Figure 1. Wiring by layer.
Scale: 2 px per um. Only two layers are drawn.
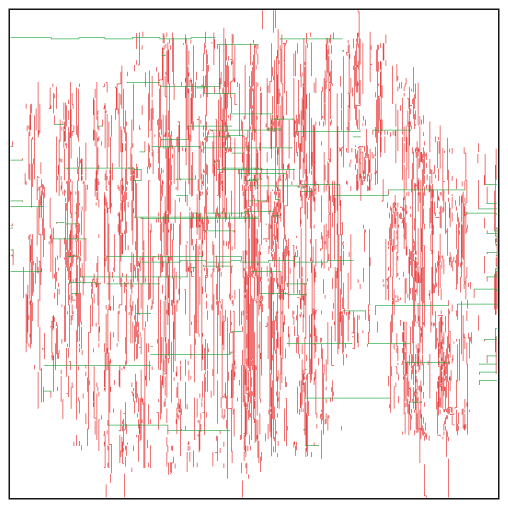
Figure 2. Placement view.
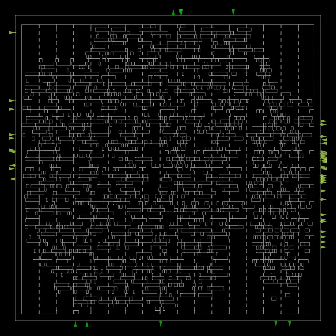
Figure 3. Ports around the boundary.
Scale: 2 px per um. Pins as bars across the die edge, other pins in gray.
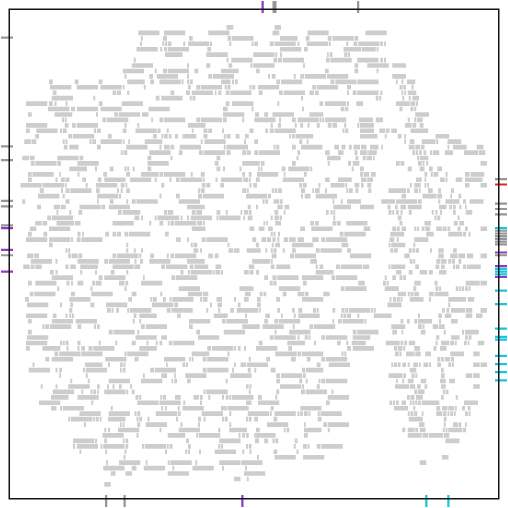
Figure 4. Port wiring.
Scale: 1 px per um.
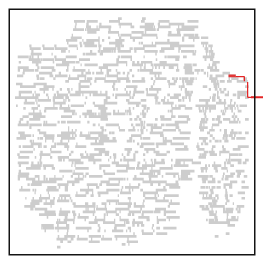
Figure 5. Sizing map.
Scale: 2 px per um.
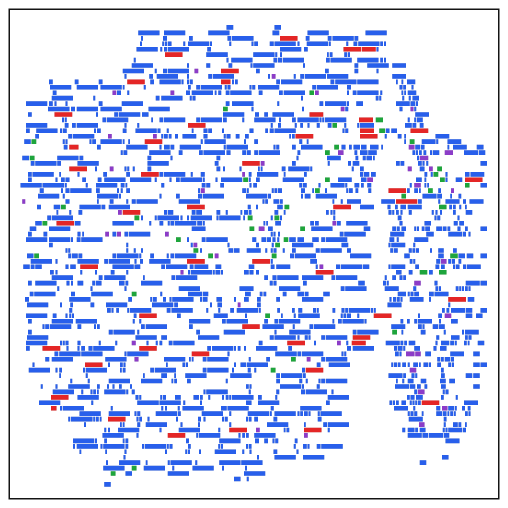
==> config.mk <==
export PLATFORM = sky130hd
export DESIGN_NAME = conv_seq_ctrl
export DESIGN_NICKNAME = d
export VERILOG_FILES = /design/src/rtl/conv_seq_ctrl.sv
export SDC_FILE = /design/constraint.sdc
export NUM_CORES = 1
export LEC_CHECK = 0
export CAP_MARGIN = 20
export CORE_MARGIN = 5
export CORE_UTILIZATION = 27
export CTS_CLUSTER_SIZE = 30
export DETAILED_ROUTE_END_ITERATION = 6
export GPL_ROUTABILITY_DRIVEN = 0
export PLACE_DENSITY_LB_ADDON = 0.05
export SETUP_SLACK_MARGIN = 0.3
export SLEW_MARGIN = 0
export SYNTH_ARGS = -nofsm -noshare
export SYNTH_HDL_FRONTEND = slang
export SYNTH_SLANG_ARGS = --single-unit
==> constraint.sdc <==
create_clock -name clk -period 4.2 [get_ports clk]
set_input_delay 0.42 -clock clk [delete_from_list [all_inputs] [get_ports clk]]
set_output_delay 0.42 -clock clk [all_outputs]
set_load 0.01 [all_outputs]
==> src/rtl/conv_seq_ctrl.sv <==
// conv_seq_ctrl: frame sequencer for the 5x5 convolution filter.
// Primes the filter, streams the coefficient bank, counts output pixels and watches for stalls.
module conv_seq_ctrl #(
   parameter int NUM_COEF  = 25,
   parameter int PIXELS    = 16384,
   parameter int PRIME_CYC = 2,
   parameter int TIMEOUT   = 4096
) (
   input  logic        clk,
   input  logic        rst,
   input  logic        cfg_we,
   input  logic [4:0]  cfg_addr,
   input  logic [7:0]  cfg_data,
   input  logic        go,
   input  logic        abort,
   output logic        busy,
   output logic        done,
   output logic        err,
   output logic [14:0] pix_count,
   output logic        flt_start,
   output logic        flt_fc_valid,
   output logic [7:0]  flt_fc,
   input  logic        flt_out_valid
);
   localparam logic [4:0]  LP_NC    = 5'(NUM_COEF);
   localparam logic [4:0]  LP_LAST  = 5'(NUM_COEF - 1);
   localparam logic [2:0]  LP_PLAST = 3'(PRIME_CYC - 1);
   localparam logic [14:0] LP_PIX   = 15'(PIXELS);
   localparam logic [15:0] LP_TO    = 16'(TIMEOUT);
   typedef enum logic [2:0] {S_IDLE, S_PRIME, S_LOAD, S_RUN, S_DONE, S_ERR} state_t;
   state_t      r_state, w_state_n;
   logic [7:0]  r_coef [NUM_COEF];
   logic [4:0]  r_idx, w_idx_n;
   logic [2:0]  r_prime, w_prime_n;
   logic [15:0] r_wdog, w_wdog_n;
   logic [14:0] r_pix, w_pix_n;
   logic        r_err, w_err_n;
   logic        r_busy, r_done, r_start, r_fcv;
   logic [7:0]  r_fc;
   logic        w_we;
   assign w_we = cfg_we && (r_state == S_IDLE) && (cfg_addr < LP_NC);
   always_comb begin
      w_state_n = r_state;
      w_idx_n   = r_idx;
      w_prime_n = r_prime;
      w_wdog_n  = r_wdog;
      w_pix_n   = r_pix;
      w_err_n   = r_err;
      case (r_state)
         S_IDLE: if (go) begin
            w_state_n = S_PRIME;
            w_prime_n = '0;
            w_idx_n   = '0;
            w_wdog_n  = '0;
            w_pix_n   = '0;
            w_err_n   = 1'b0;
         end
         S_PRIME: begin
            w_state_n = (r_prime == LP_PLAST) ? S_LOAD : S_PRIME;
            w_prime_n = r_prime + 3'd1;
            w_idx_n   = '0;
         end
         S_LOAD: begin
            w_state_n = (r_idx == LP_LAST) ? S_RUN : S_LOAD;
            w_idx_n   = (r_idx == LP_LAST) ? r_idx : r_idx + 5'd1;
         end
         S_RUN: if (flt_out_valid) begin
            // a pulse always clears the watchdog, so completion beats expiry
            w_pix_n   = (r_pix == LP_PIX) ? r_pix : r_pix + 15'd1;
            w_wdog_n  = '0;
            w_state_n = (w_pix_n == LP_PIX) ? S_DONE : S_RUN;
         end else begin
            w_wdog_n  = r_wdog + 16'd1;
            w_state_n = (w_wdog_n == LP_TO) ? S_ERR : S_RUN;
            w_err_n   = (w_wdog_n == LP_TO) || r_err;
         end
         default: w_state_n = S_IDLE;
      endcase
      if (abort && r_state != S_IDLE) begin
         w_state_n = S_IDLE;
         w_pix_n   = r_pix;
         w_wdog_n  = r_wdog;
         w_err_n   = r_err;
      end
   end
   always_ff @(posedge clk) begin
      if (rst) begin
         r_state <= S_IDLE;
         r_idx   <= '0;
         r_prime <= '0;
         r_wdog  <= '0;
         r_pix   <= '0;
         r_err   <= 1'b0;
         r_busy  <= 1'b0;
         r_done  <= 1'b0;
         r_start <= 1'b0;
         r_fcv   <= 1'b0;
         r_fc    <= '0;
         for (int i = 0; i < NUM_COEF; i++) r_coef[i] <= '0;
      end else begin
         r_state <= w_state_n;
         r_idx   <= w_idx_n;
         r_prime <= w_prime_n;
         r_wdog  <= w_wdog_n;
         r_pix   <= w_pix_n;
         r_err   <= w_err_n;
         r_busy  <= (w_state_n == S_PRIME) || (w_state_n == S_LOAD) || (w_state_n == S_RUN);
         r_done  <= (w_state_n == S_DONE);
         r_start <= (w_state_n == S_PRIME) || (w_state_n == S_LOAD);
         r_fcv   <= (w_state_n == S_LOAD);
         r_fc    <= (w_state_n == S_LOAD) ? r_coef[w_idx_n] : '0;
         if (w_we) r_coef[cfg_addr] <= cfg_data;
      end
   end
   assign busy         = r_busy;
   assign done         = r_done;
   assign err          = r_err;
   assign pix_count    = r_pix;
   assign flt_start    = r_start;
   assign flt_fc_valid = r_fcv;
   assign flt_fc       = r_fc;
endmodule
==> flow_metrics.tcl <==
# flow metrics
set metrics [dict create \
    hpwl_um 31000 \
    antenna_found_initial 2 \
    nonClkBufAreaFrac_pct 4.54 \
    sh_comb_area_pct 33.1 \
    cp_top_family "simple AND/OR/NAND/NOR gates" \
    worstHoldStart "rst" \
    seq_area_sq_mm 0.00879 \
    antennaDiodeCount 1 \
    power.group.top "registers" \
    grt-busiest-layer "met2" \
    r2r_slack_ps 780 \
    p_clk_share_pct 46.8 \
    tns_ps 0 \
    ff_type "edfxtp_1" \
    grt_max_degree 70 \
    crit_path_end_kind "flop" \
    p_clk_mw 3.33 \
    drc 0 \
    crit_start "r_state[0]" \
    worstPathCellList "buf_4, nand2_1, o31a_1, nor3_1, nand2b_1, or2_0, nor2_1, nand4b_1, a32oi_1" \
    critPathKind "reg -> reg" \
    ys_seq_share_pct 59.4 \
    p_sw_share_pct 23.3 \
    slew_viol_final 0 \
    coreArea_sq_mm 0.0540 \
    ys_cells 1428 \
    lay_top_count "nand2_1" \
    nMultiInputCombCells 1078 \
    n_tap_cell 696 \
    whs_path_depth 3 \
    min_to "busy" \
    seq_power_share_pct 49.0 \
    status "complete, no violations" \
    fp_util_pct 27.4 \
    pwr-share-comb_pct 4.2 \
    grt_overflow 0 \
    min_path_type "in -> reg" \
    finClkSkew_ps 19.7 \
    finalHoldViolCount 0 \
    via_per_inst 4.83 \
    synth_area_sq_mm 0.0148 \
    pre_cts_ws_ps 698 \
    synth-edff-count 256 \
    p_int_mw 5.45 \
    synth_chip_area_sq_mm 0.0148 \
    drv_cap 0 \
    slowest_stage "nor2_1" \
    crit_end "flt_fc[4]" \
    rsz0062_at_grt "no" \
    nClkBuffers 61 \
    pg_seq_mw 3.48 \
    p_leak_nw 6.41 \
    tool_warnings 29 \
    nNonClkBuffers 87 \
    cts_setup_buffers 0 \
    drive_gt1_share_pct 9.22 \
    grt_pass1_vias 11000 \
    fillerInstances 5575 \
    period_used_pct 81.5 \
    slew_headroom_pct 32.5 \
    ys.flops 311 \
    critPathMaxFanout 17 \
    r2r-start "r_state[0]" \
    largestClassByArea "sequential cells" \
    power_density_mw_per_mm2 405 \
    grt_use_met2_pct 27.2 \
    design_area_sq_mm 0.0175 \
    nonClockInverterCount 12 \
    syn_inst 1428 \
    chip_area_sq_mm 0.0595 \
    final-clk-cell-share_pct 7.08 \
    ys_types 74 \
    htree_levels 2 \
    postPlaceCellArea_sq_mm 0.0163 \
    setup_viol 0 \
    avgSynthCellArea_sq_um 10.4 \
    grtUsageMet3_pct 2.28 \
    path_buffers 1 \
    start_kind "flop" \
    clkLatencyLatePin_ps 570 \
    crit_required_ps 4680 \
    yosysWarningCount 0 \
    cts_buffers 40 \
    cp.depth 9 \
    ant_nets 0 \
    cts_buffer_depth 3 \
    drtPass1Iterations 5 \
    fin_nets 1556 \
    final-comb-area_sq_mm 0.00580 \
    post_cts_resize_count 0 \
    drtIter0Drc 885 \
    cts.clk_slew.worst_paths_ps 50 \
    max_freq_ghz 0.292 \
    cts_tree "built" \
    p_comb_uw 299 \
    ctsHoldBuffers 0 \
    max-vdd-ir-drop_v 0.000259 \
    final.min_clock_period_ps 3420 \
    r2r_end "flt_fc[4]" \
    async_flop_share_pct 0 \
    grt_pass1_wl_um 72500 \
    cts.sinks 311 \
    final_cell_mix "278 x nand2_1, 256 x edfxtp_1, 206 x and2_1" \
    crit_arrival_ps 3900 \
    p_switching_mw 1.66 \
    worst_pin_slew_ps 1010 \
    cp_slowest_stage_delay_ps 700 \
    root_buffer "clkbuf_16" \
    met1_usage_pct 21.9 \
    rr_worst_depth 9 \
]
Notes on Figure 1 above:
- metal 3: green (wire length 1850 um)
- metal 2: red (wire length 23.3 mm)
DR WL/cell: 21.5 um
total number of vias: 10.9k
final wirelength: 48600 um
total track usage: 16.1%

Notes on Figure 2 above:
Core Util, Final: 32.5%
Cell Rows: 85
Seq/total area: 50.1%
seq_cells: 311
Finished Layout Cells: 2259

Notes on Figure 3 above:
- flt_fc: purple (pins 8; direction output; edge 3 right, 3 left, 1 top, 1 bottom)
- busy: red (pins 1; direction output; edge right)
- pix_count: cyan (pins 15; direction output; edge 13 right, 2 bottom)
- all pins by edge: 28 right, 10 left, 5 bottom, 4 top
port bufs: 46
Die Span X: 244 um
die extent in y: 244 um

Notes on Figure 4 above:
- busy: red (bits 1; direction output; end cells 1; buffers 1; wire 34.0 um)
I/O pin count: 47

Notes on Figure 5 above:
- _3 and _4 cells: green (cells 45)
- _6 and larger: red (cells 50)
- _0 and _1 cells: blue (cells 1418)
- _2 cells: purple (cells 49)
Syn-to-layout area delta: 18.7%
smallest setup slack after layout: 777 ps

stage by stage:
step	hold WS, ps	cells	utilization [%]	total power [mW]
4_1_cts	163	2258	32.5	7.23
2_1_floorplan	437	1483	-	3.70
3_5_place_dp	463	2184	30.2	3.86
5_1_grt	207	2258	32.5	7.37
6_report	208	2259	32.5	7.11
3_3_place_gp	454	2184	30.2	3.86
cells by family after synthesis:
group                    after synthesis  synth area share (%)
multiplexers                          11                 0.745
other                                  1                0.0254
XOR/XNOR                               8                 0.474
AND/OR/NAND/NOR                      822                  28.2
buffers and inverters                 94                  2.78
flip-flops                           311                  59.4
AND-OR/OR-AND                        174                  7.73
adder cells (fa/ha/maj)                7                 0.592
metal layers:
metal | vias to the layer above | wire (um)
met5 | - | 0
met4 | 0 | 851
met3 | 56 | 1850
met2 | 200 | 23300
met1 | 5422 | 22600
li1 | 5223 | -
state kept, by name, summed over array words and instances, names as in the netlist:
name	flops
r_idx	5
busy	1
r_coef	256
flt_fc_valid	1
flt_start	1
done	1
err	1
flt_fc	8
r_state	3
r_wdog	16
r_prime	3
pix_count	15
Yosys cell counts, types with 6 or more instances:
cell      count  area share [%]
a21o_1        9            0.46
a21oi_1      45             1.5
a311oi_1      7            0.41
a31oi_1      29             1.2
a32oi_1      15            0.89
and2_1      207             8.8
and3_1       15            0.63
buf_2        11            0.37
clkbuf_1     61             1.5
dfxtp_1      55             7.4
edfxtp_1    256              52
ha_1          7            0.59
inv_1        12            0.30
mux2i_1      11            0.74
nand2_1     279             7.1
nand3_1     108             3.7
nand3b_1      7            0.36
nand4_1      17            0.72
nand4b_1     12            0.71
nor2_1       90             2.3
nor3_1       21            0.71
o21ai_0      32             1.1
or2_2        26             1.1
or3_1         6            0.25
Power is estimated from default activity; no workload was simulated.
